File: config.mk
export PLATFORM = sky130hd
export DESIGN_NAME = axi4_host_master
export DESIGN_NICKNAME = d
export VERILOG_FILES = /design/src/rtl/axi4_host_pkg.sv /design/src/rtl/axi4_host_master.sv
export SDC_FILE = /design/constraint.sdc
export NUM_CORES = 1
export LEC_CHECK = 0
export CORE_AREA = 2 2 123 125
export DETAILED_ROUTE_END_ITERATION = 8
export DIE_AREA = 0 0 125 127
export GPL_TIMING_DRIVEN = 0
export PLACE_DENSITY = 0.83
export SYNTH_ARGS = -nofsm -noshare
export SYNTH_HDL_FRONTEND = slang
export SYNTH_SLANG_ARGS = --single-unit
File: constraint.sdc
create_clock -name clk -period 10.8 [get_ports clk]
set_input_delay 2.7 -clock clk [delete_from_list [all_inputs] [get_ports clk]]
set_output_delay 2.7 -clock clk [all_outputs]
set_load 0.02 [all_outputs]
File: src/rtl/axi4_host_pkg.sv
// Shared constants and FSM state encoding for the AXI4 host initiator.
package axi4_host_pkg;

  localparam logic [1:0] BURST_INCR  = 2'b01;

  localparam logic [1:0] RESP_OKAY   = 2'b00;
  localparam logic [1:0] RESP_EXOKAY = 2'b01;
  localparam logic [1:0] RESP_SLVERR = 2'b10;
  localparam logic [1:0] RESP_DECERR = 2'b11;

  // Bufferable + modifiable, normal non-cacheable memory
  localparam logic [3:0] CACHE_BUF_MOD = 4'b0011;

  typedef enum logic [2:0] {
    IDLE    = 3'd0,
    WR_REQ  = 3'd1,
    WR_RESP = 3'd2,
    RD_REQ  = 3'd3,
    RD_RESP = 3'd4,
    RSP     = 3'd5
  } state_t;

endpackage

File: src/rtl/axi4_host_master.sv
// Single-outstanding AXI4 initiator: one cmd -> one single-beat AXI
// read or write -> one rsp. Flags ID mismatches and missing RLAST.
module axi4_host_master
  import axi4_host_pkg::*;
#(
  parameter int DATA_WIDTH = 32,
  parameter int ADDR_WIDTH = 16,
  parameter int STRB_WIDTH = DATA_WIDTH / 8,
  parameter int ID_WIDTH   = 8
) (
  input  logic                  clk,
  input  logic                  rst,
  // command
  input  logic                  cmd_valid,
  output logic                  cmd_ready,
  input  logic                  cmd_write,
  input  logic [ID_WIDTH-1:0]   cmd_id,
  input  logic [ADDR_WIDTH-1:0] cmd_addr,
  input  logic [DATA_WIDTH-1:0] cmd_wdata,
  input  logic [STRB_WIDTH-1:0] cmd_wstrb,
  // response
  output logic                  rsp_valid,
  input  logic                  rsp_ready,
  output logic                  rsp_write,
  output logic [ID_WIDTH-1:0]   rsp_id,
  output logic [DATA_WIDTH-1:0] rsp_rdata,
  output logic [1:0]            rsp_resp,
  output logic                  proto_err,
  // AW
  output logic                  axi_awvalid,
  input  logic                  axi_awready,
  output logic [ID_WIDTH-1:0]   axi_awid,
  output logic [ADDR_WIDTH-1:0] axi_awaddr,
  output logic [7:0]            axi_awlen,
  output logic [2:0]            axi_awsize,
  output logic [1:0]            axi_awburst,
  output logic                  axi_awlock,
  output logic [3:0]            axi_awcache,
  output logic [2:0]            axi_awprot,
  // W
  output logic                  axi_wvalid,
  input  logic                  axi_wready,
  output logic [DATA_WIDTH-1:0] axi_wdata,
  output logic [STRB_WIDTH-1:0] axi_wstrb,
  output logic                  axi_wlast,
  // B
  input  logic                  axi_bvalid,
  output logic                  axi_bready,
  input  logic [ID_WIDTH-1:0]   axi_bid,
  input  logic [1:0]            axi_bresp,
  // AR
  output logic                  axi_arvalid,
  input  logic                  axi_arready,
  output logic [ID_WIDTH-1:0]   axi_arid,
  output logic [ADDR_WIDTH-1:0] axi_araddr,
  output logic [7:0]            axi_arlen,
  output logic [2:0]            axi_arsize,
  output logic [1:0]            axi_arburst,
  output logic                  axi_arlock,
  output logic [3:0]            axi_arcache,
  output logic [2:0]            axi_arprot,
  // R
  input  logic                  axi_rvalid,
  output logic                  axi_rready,
  input  logic [ID_WIDTH-1:0]   axi_rid,
  input  logic [DATA_WIDTH-1:0] axi_rdata,
  input  logic [1:0]            axi_rresp,
  input  logic                  axi_rlast
);

  localparam logic [2:0] AXSIZE = 3'($clog2(STRB_WIDTH));

  state_t              state;
  logic [ID_WIDTH-1:0] cur_id;
  logic                aw_done, w_done;

  // Fixed single-beat transfer attributes
  assign axi_awlen   = 8'd0;
  assign axi_awsize  = AXSIZE;
  assign axi_awburst = BURST_INCR;
  assign axi_awlock  = 1'b0;
  assign axi_awcache = CACHE_BUF_MOD;
  assign axi_awprot  = 3'b000;
  assign axi_wlast   = 1'b1;
  assign axi_arlen   = 8'd0;
  assign axi_arsize  = AXSIZE;
  assign axi_arburst = BURST_INCR;
  assign axi_arlock  = 1'b0;
  assign axi_arcache = CACHE_BUF_MOD;
  assign axi_arprot  = 3'b000;

  // A channel counts as done once its handshake happened earlier (valid
  // already dropped) or happens in this cycle.
  assign aw_done = !axi_awvalid || axi_awready;
  assign w_done  = !axi_wvalid  || axi_wready;

  // Command/AXI/response FSM with all outputs registered
  always_ff @(posedge clk or posedge rst) begin
    if (rst) begin
      state       <= IDLE;
      cmd_ready   <= 1'b0;
      cur_id      <= '0;
      axi_awvalid <= 1'b0;
      axi_awid    <= '0;
      axi_awaddr  <= '0;
      axi_wvalid  <= 1'b0;
      axi_wdata   <= '0;
      axi_wstrb   <= '0;
      axi_bready  <= 1'b0;
      axi_arvalid <= 1'b0;
      axi_arid    <= '0;
      axi_araddr  <= '0;
      axi_rready  <= 1'b0;
      rsp_valid   <= 1'b0;
      rsp_write   <= 1'b0;
      rsp_id      <= '0;
      rsp_rdata   <= '0;
      rsp_resp    <= '0;
      proto_err   <= 1'b0;
    end else begin
      case (state)
        IDLE: begin
          cmd_ready <= 1'b1;
          if (cmd_valid && cmd_ready) begin
            cmd_ready <= 1'b0;
            cur_id    <= cmd_id;
            rsp_write <= cmd_write;
            if (cmd_write) begin
              axi_awvalid <= 1'b1;
              axi_awid    <= cmd_id;
              axi_awaddr  <= cmd_addr;
              axi_wvalid  <= 1'b1;
              axi_wdata   <= cmd_wdata;
              axi_wstrb   <= cmd_wstrb;
              state       <= WR_REQ;
            end else begin
              axi_arvalid <= 1'b1;
              axi_arid    <= cmd_id;
              axi_araddr  <= cmd_addr;
              state       <= RD_REQ;
            end
          end
        end
        WR_REQ: begin
          if (axi_awready) axi_awvalid <= 1'b0;
          if (axi_wready)  axi_wvalid  <= 1'b0;
          if (aw_done && w_done) begin
            axi_bready <= 1'b1;
            state      <= WR_RESP;
          end
        end
        WR_RESP: begin
          if (axi_bvalid) begin
            axi_bready <= 1'b0;
            rsp_id     <= axi_bid;
            rsp_resp   <= axi_bresp;
            rsp_rdata  <= '0;
            rsp_valid  <= 1'b1;
            if (axi_bid != cur_id) proto_err <= 1'b1;
            state      <= RSP;
          end
        end
        RD_REQ: begin
          if (axi_arready) begin
            axi_arvalid <= 1'b0;
            axi_rready  <= 1'b1;
            state       <= RD_RESP;
          end
        end
        RD_RESP: begin
          if (axi_rvalid) begin
            axi_rready <= 1'b0;
            rsp_id     <= axi_rid;
            rsp_resp   <= axi_rresp;
            rsp_rdata  <= axi_rdata;
            rsp_valid  <= 1'b1;
            if (axi_rid != cur_id || !axi_rlast) proto_err <= 1'b1;
            state      <= RSP;
          end
        end
        RSP: begin
          if (rsp_ready) begin
            rsp_valid <= 1'b0;
            cmd_ready <= 1'b1;
            state     <= IDLE;
          end
        end
        default: state <= IDLE;
      endcase
    end
  end

endmodule

Figure 1. Where the registers sit.
Scale bar: 50 um.
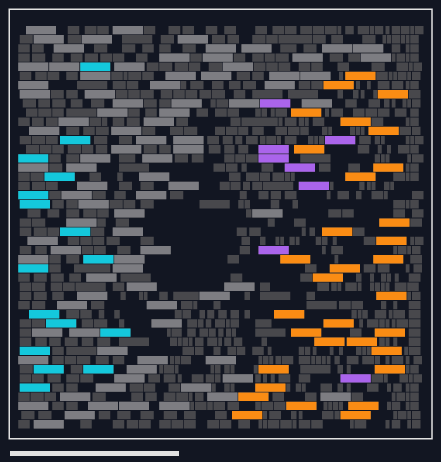
- rsp_rdata: orange (flops 32)
- axi_awaddr: cyan (flops 16)
- rsp_id: purple (flops 8)
- not colored: 90

Figure 2. Routed metal, one color a layer.
Two of the layers only.
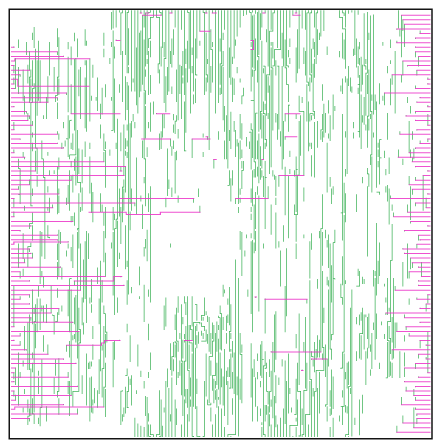
- M3: magenta (wire length 1550 um)
- M2: green (wire length 8470 um)

==> flow_metrics.tcl <==
# place-and-route summary
set metrics [dict create \
    status "finished, final reports clean" \
    route.vias.total 4909 \
    path_depth 1 \
    cts_setup_buffers 0 \
    yosys_warnings 0 \
    switchingPower_mw 1.087 \
    worstPathArrival_ps 1510 \
    hold_depth 2 \
    synth-seq-cells 146 \
    r2r-start "state[2]$_DFFE_PP0P_" \
    cts_sinks 146 \
    fin_ws_ps 6587 \
    mostFrequentLayoutCell "clkdlybuf4s50_1" \
    synthesis.area_um2 6287 \
    ff_type "dfrtp_1" \
    maxSlewViolCount 0 \
    cts-root-buf "clkbuf_16" \
    drc 0 \
    start_kind "flop" \
    fp.dieH_um 127 \
    antenna_found_initial 0 \
    rr_worst_depth 6 \
    ys_cells 518 \
    power_frac_clock_pct 19.7 \
    hold_buffers 0 \
    warnings 26 \
    clk_path_buf_depth 2 \
    grt_first_pass_wirelength_um 27540 \
    fp_util_pct 43.59 \
    ant_nets 0 \
    grt_overflow_total 0 \
    worst_slew_pin_slew_ps 560.8 \
    flop_area_um2 3654 \
    logic_gate_count 339 \
    critPathCapture "cmd_ready" \
    n_tap_cell 184 \
    numPortBuffers 257 \
    nClkBuffers 21 \
    cp-end-kind "output pin" \
    dp_slack_ps 6257 \
    yosys.cell_types.count 42 \
    largestClassByArea "sequential cells" \
    crit_fanout 5 \
    avgRoutedWirePerCell_um 16.88 \
    fmax_mhz 237.4 \
    htree_levels 4 \
    core_um2 14420 \
    crit_chain "clkdlybuf4s50_1" \
    ys_seq_share_pct 58.11 \
    max_cap_viol_count 0 \
    numCtsBuffers 17 \
    min_path_type "flop to flop" \
    num_rows 44 \
    cp_slowest_cell "clkdlybuf4s50_1" \
    clockNetworkAreaShare_pct 5.866 \
    flop-count 146 \
    slowest_delay_ps 650 \
    largest_area_cell "dfrtp_1" \
    boundaryPins 301 \
    worstPathRequired_ps 8100 \
    grt_pass1_vias 5144 \
    power_leakage_nw 4.287 \
    num_antenna_cells 0 \
    powerDensity_nw_per_um2 298.3 \
    viasPerCell 4.761 \
    pwr-share-comb_pct 47.4 \
    grt_max_degree 90 \
    hpwl_um 12820 \
    area_leaders "dfrtp_1, mux2_1, buf_4" \
    rsz0062_at_grt "false" \
    hp-start "rsp_resp[1]$_DFFE_PP0P_" \
    place_congestion 0.7981 \
    die_width_um 125 \
    p_int_mw 1.852 \
    crit_family "buffers and inverters" \
    cp-startpoint "cmd_ready$_DFFE_PP0P_" \
    criticalPathCategory "flop to output pin" \
    drive_above_1_share_pct 13.46 \
    clk_pin_slew_ps 60 \
    wirelength_um 17400 \
    worstSkewPairLatency_ps 420 \
    largestRegisters "axi_wdata: 32 flops, rsp_rdata: 32 flops" \
    finalHoldViolCount 0 \
    async_flop_share_pct 100.0 \
    area_delta_synth_final_pct 56.74 \
    yosys_area_um2 6287 \
    reg2reg_slack_ps 8990 \
    n_fill_cell 1096 \
    inv_count 5 \
    min_to "rsp_resp[1]$_DFFE_PP0P_" \
    ir_worst_vdd_v 0.0001746 \
    max_slew_margin_pct 62.61 \
    min_period_ps 4213 \
    p_seq_share_pct 32.9 \
    final_cell_mix "clkdlybuf4s50_1, dfrtp_1, nand2_1" \
    synth_top_area_share_pct 58.11 \
    cts_tree "yes" \
    dieArea_um2 15880 \
    syn_inst 518 \
    n_all_buffers 327 \
    setup_tns_ps 0 \
    setup_violations 0 \
    finalCritPeriodShare_pct 39.01 \
    finalNetCount 959 \
    switching_share_pct 36.99 \
    cts_resized 0 \
    buf_share_pct 31.03 \
    finClkSkew_ps 8.607 \
    seq-cell-share_pct 37.07 \
    syn_avg_cell_area_um2 12.14 \
    logic_area_um2 2311 \
]
Figure 3. Nets reached from selected ports.
Scale bar: 50 um.
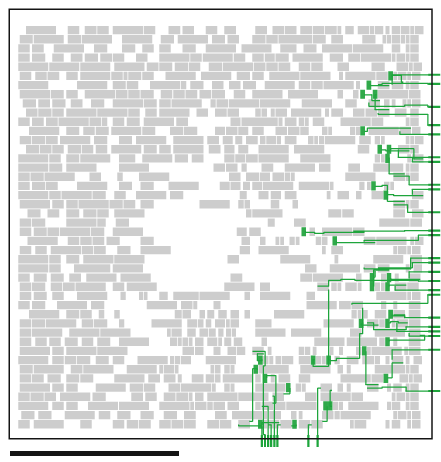
- axi_rdata: green (direction input; end cells 32; buffers 32; wire 797 um)

Figure 4. Track usage over the die.
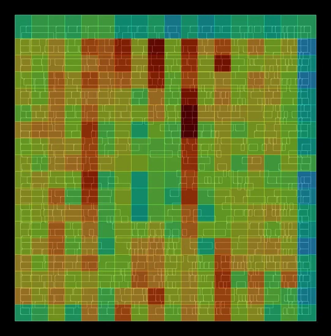
GR peak layer: met2
GR Util met3: 8.375%
fin util: 68.32%
global-route usage over all layers: 22.21%

## routing by layer
layer  share of wire, %  global-route usage (%)  vias to the layer above  routed length (um)
li1                   -                       -                     2319                   -
met1                 40                   26.05                     2344                6918
met2                 49                   36.99                      218                8467
met3                8.9                   8.375                       28                1547
met4                2.7                   9.216                        0                 465
met5                  0                       0                        -                   0
## per-stage QoR
step | std cells | utilization, % | instance area, um2 | hold slack, ps | total power, mW
after floorplan | 559 | - | 6441 | 543.2 | 1.682
after global placement | 1000 | 64.09 | 9244 | 462.9 | 2.338
after detailed placement | 1001 | 64.31 | 9276 | 468.4 | 2.370
after CTS | 1031 | 68.32 | 9854 | 488.6 | 2.967
after global routing | 1031 | 68.32 | 9854 | 497.6 | 3.097
final | 1031 | 68.32 | 9854 | 483.6 | 2.940
## cells by family after synthesis
group	count (synthesis)	share of synthesized area, %
multiplexers	102	18.07
AND-OR/OR-AND	63	5.632
buffers and inverters	74	7.582
flip-flops	146	58.11
XOR/XNOR	16	2.229
other	2	0.1194
AND/OR/NAND/NOR	115	8.259
## power groups by stage
stage	logic (mW)	clock network, mW	registers [mW]
3_3_place_gp	1.38	0	0.959
6_report	1.39	0.578	0.969
4_1_cts	1.41	0.587	0.971
2_1_floorplan	0.425	0	1.26
5_1_grt	1.49	0.608	1.00
3_5_place_dp	1.40	0	0.973
## cell usage after synthesis (2+ instances only)
cell type,number
a21o_1,3
nor2b_1,2
inv_1,5
nand4_1,3
nor2_2,2
o22ai_1,2
nor3_1,4
a21oi_1,5
o21ai_0,2
mux2i_1,10
o211ai_1,2
buf_4,46
conb_1,2
nand3_1,4
mux2_1,76
clkbuf_1,6
nand2_1,83
nand3b_1,3
xnor2_1,15
mux2_2,16
dfrtp_1,146
or4_1,2
buf_2,15
nor2_1,5
o21ai_1,42
Power and IR drop assume default switching activity.
